==> images/gate_families.png <==
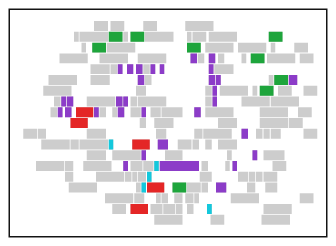
==> images/registers.png <==
Other sequential cells in the stronger grey, the rest of the logic in the fainter grey.
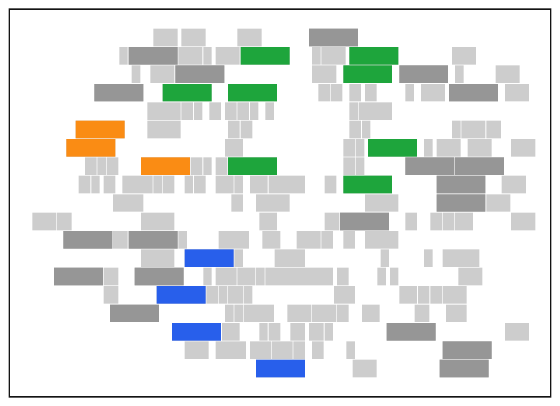
==> images/final_congestion.png <==
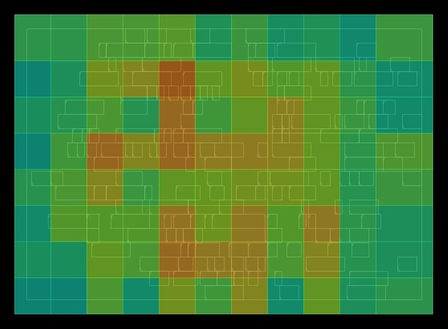
==> images/met2.png <==
Cells faint in the background.
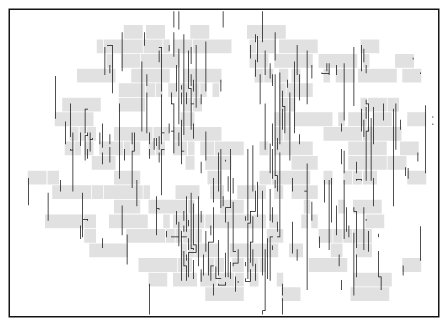
==> images/met3.png <==
The bar under the picture is 20 um long.
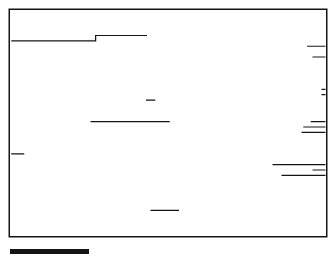
==> config.mk <==
export PLATFORM = sky130hd
export DESIGN_NAME = uart_rx_sipo
export DESIGN_NICKNAME = d
export VERILOG_FILES = /design/src/rtl/uart_rx_sipo.sv
export SDC_FILE = /design/constraint.sdc
export NUM_CORES = 1
export LEC_CHECK = 0
export CELL_PAD_IN_SITES_DETAIL_PLACEMENT = 0
export CELL_PAD_IN_SITES_GLOBAL_PLACEMENT = 1
export CORE_ASPECT_RATIO = 0.7
export CORE_MARGIN = 2
export CORE_UTILIZATION = 35
export DETAILED_ROUTE_END_ITERATION = 6
export PLACE_DENSITY_LB_ADDON = 0.1
export SYNTH_ARGS = -nofsm -noshare
export SYNTH_HDL_FRONTEND = slang
export SYNTH_SLANG_ARGS = --single-unit
==> constraint.sdc <==
create_clock -name clk -period 2.4 [get_ports clk]
set_clock_uncertainty 0.05 [all_clocks]
set_input_delay 0.48 -clock clk [delete_from_list [all_inputs] [get_ports clk]]
set_output_delay 0.48 -clock clk [all_outputs]
set_load 0.01 [all_outputs]
==> impl_metrics.tcl <==
# flow metrics
set metrics [dict create \
    yosysMostFrequentCell "dfxtp_1" \
    ys_chip_area_um2 1410 \
    fmax_mhz 468 \
    timing.final.ws_setup_ns 0.262 \
    cts_resized 0 \
    syn_inst 153 \
    cts_setup_buffers 0 \
    cts_sinks 34 \
    grt_pass1_wl_um 4660 \
    slew_violations 0 \
    rr_worst_depth 7 \
    status "finished, final reports clean" \
    drive_above_1_share_pct 11.9 \
    grt_max_degree 29 \
    synthTopCellsByCount "dfxtp_1, a21oi_1, nand2_1" \
    flop_cell "dfxtp_1" \
    place_ws_ns 0.182 \
    crit_type "flop to output port" \
    wl_met2_um 1170 \
    cts_hold_buf 0 \
    antenna_found_initial 0 \
    timing_hold_violations_final 0 \
    worst-path-max-fanout 12 \
    ys_warn_count 0 \
    arrival_ns 1.61 \
    met1_length_um 1600 \
    rsz0062_at_grt "false" \
    via_per_inst 4.81 \
    routed.top_layer "met4" \
    async_reset_ff_share_pct 0 \
    numPortBuffers 18 \
    overflow 0 \
    wl_met3_um 117 \
    setup_viol 0 \
    dieWidth_um 79.9 \
    slew_headroom_pct 68.4 \
    ir_drop_mv 0.303 \
    drtIter0Drc 47 \
    finalSetupTns_ns 0 \
    drc 0 \
    ctsLongestPathBuffers 2 \
    die_area_um2 4560 \
]
Notes on gate_families.png above:
family	colour	cells
adder and majority cells	red	5
multiplexers	green	9
inverters	cyan	5
NAND gates	purple	32
Comb/total area: 38.1%
most frequent logic cell in the layout: dfxtp_1
Final Non-Filler Cells: 228

Notes on registers.png above:
name in the netlist	colour	sequential cells
bitcnt_q	orange	3
sr_q	green	8
cnt_q	blue	4
not coloured	19
fin util: 45.3%
sequential cell area share: 38.6%
FF/Latch Area: 681 um2

Notes on final_congestion.png above:
Wirelength per Cell: 12.7 um
gr busiest metal: met1
met3 Use GR: 5.06%
M1 GR Usage: 21.0%
Total GRT Usage: 13.7%

Notes on met2.png above:
nets with wire on the layer	136
longest straight run	23.5 um
final wirelength: 2900 um
met2 Use GR: 17.0%
Via Count: 1,097

Notes on met3.png above:
wire length on this layer	117 um
nets with wire on the layer	14
longest straight run	21.2 um

[power breakdown]
part,internal (mW),switching (mW),leakage (nW)
Sequential,0.570,0.00518,0.275
Clock,0.290,0.191,0.0575
Combinational,0.0213,0.0265,0.282
[stage by stage]
stage,hold WS (ns),instance area [um2],total power [mW]
3_5_place_dp,0.342,1660,0.636
6_report,0.358,1770,1.10
4_1_cts,0.358,1770,1.12
5_1_grt,0.372,1770,1.15
2_1_floorplan,0.339,1410,0.616
3_3_place_gp,0.344,1660,0.636
[final cells by class]
type                       instances  area (um2)  share of cell area, %
sequential                        34         681                   38.6
timing repair buffer              23         218                   12.3
tap                               52        65.1                   3.69
inverter                           5        18.8                   1.06
multi-input combinational        106         673                   38.1
clock buffer                       8         110                   6.24
[kinds of logic after synthesis]
kind of cell	Yosys count	synth area share, %
compound gates	28	11.7
fa+ha+maj	5	4.44
buf+inv	13	3.99
flops	34	48.3
mux	9	6.39
simple gates	64	25.2
[placed cells by master, fill, tap and decap left out, types with 3 or more instances in the layout]
cell type | synthesis | final
a21oi_1 | 17 | 17
buf_4 | 1 | 5
clkbuf_8 | 0 | 8
clkdlybuf4s50_1 | 0 | 18
dfxtp_1 | 34 | 34
ha_1 | 5 | 5
inv_1 | 5 | 5
mux2i_1 | 9 | 9
nand2_1 | 16 | 16
nand3_1 | 12 | 12
nor2_1 | 15 | 15
nor2b_1 | 4 | 4
nor3_1 | 3 | 3
o21ai_0 | 4 | 4
or2_2 | 3 | 3
[critical path, stage by stage (launching register included)]
cell and delay, ns:
dfxtp_1 0.56, nor2_1 0.17, inv_1 0.08, clkdlybuf4s50_1 0.53
Power and IR drop assume default switching activity.
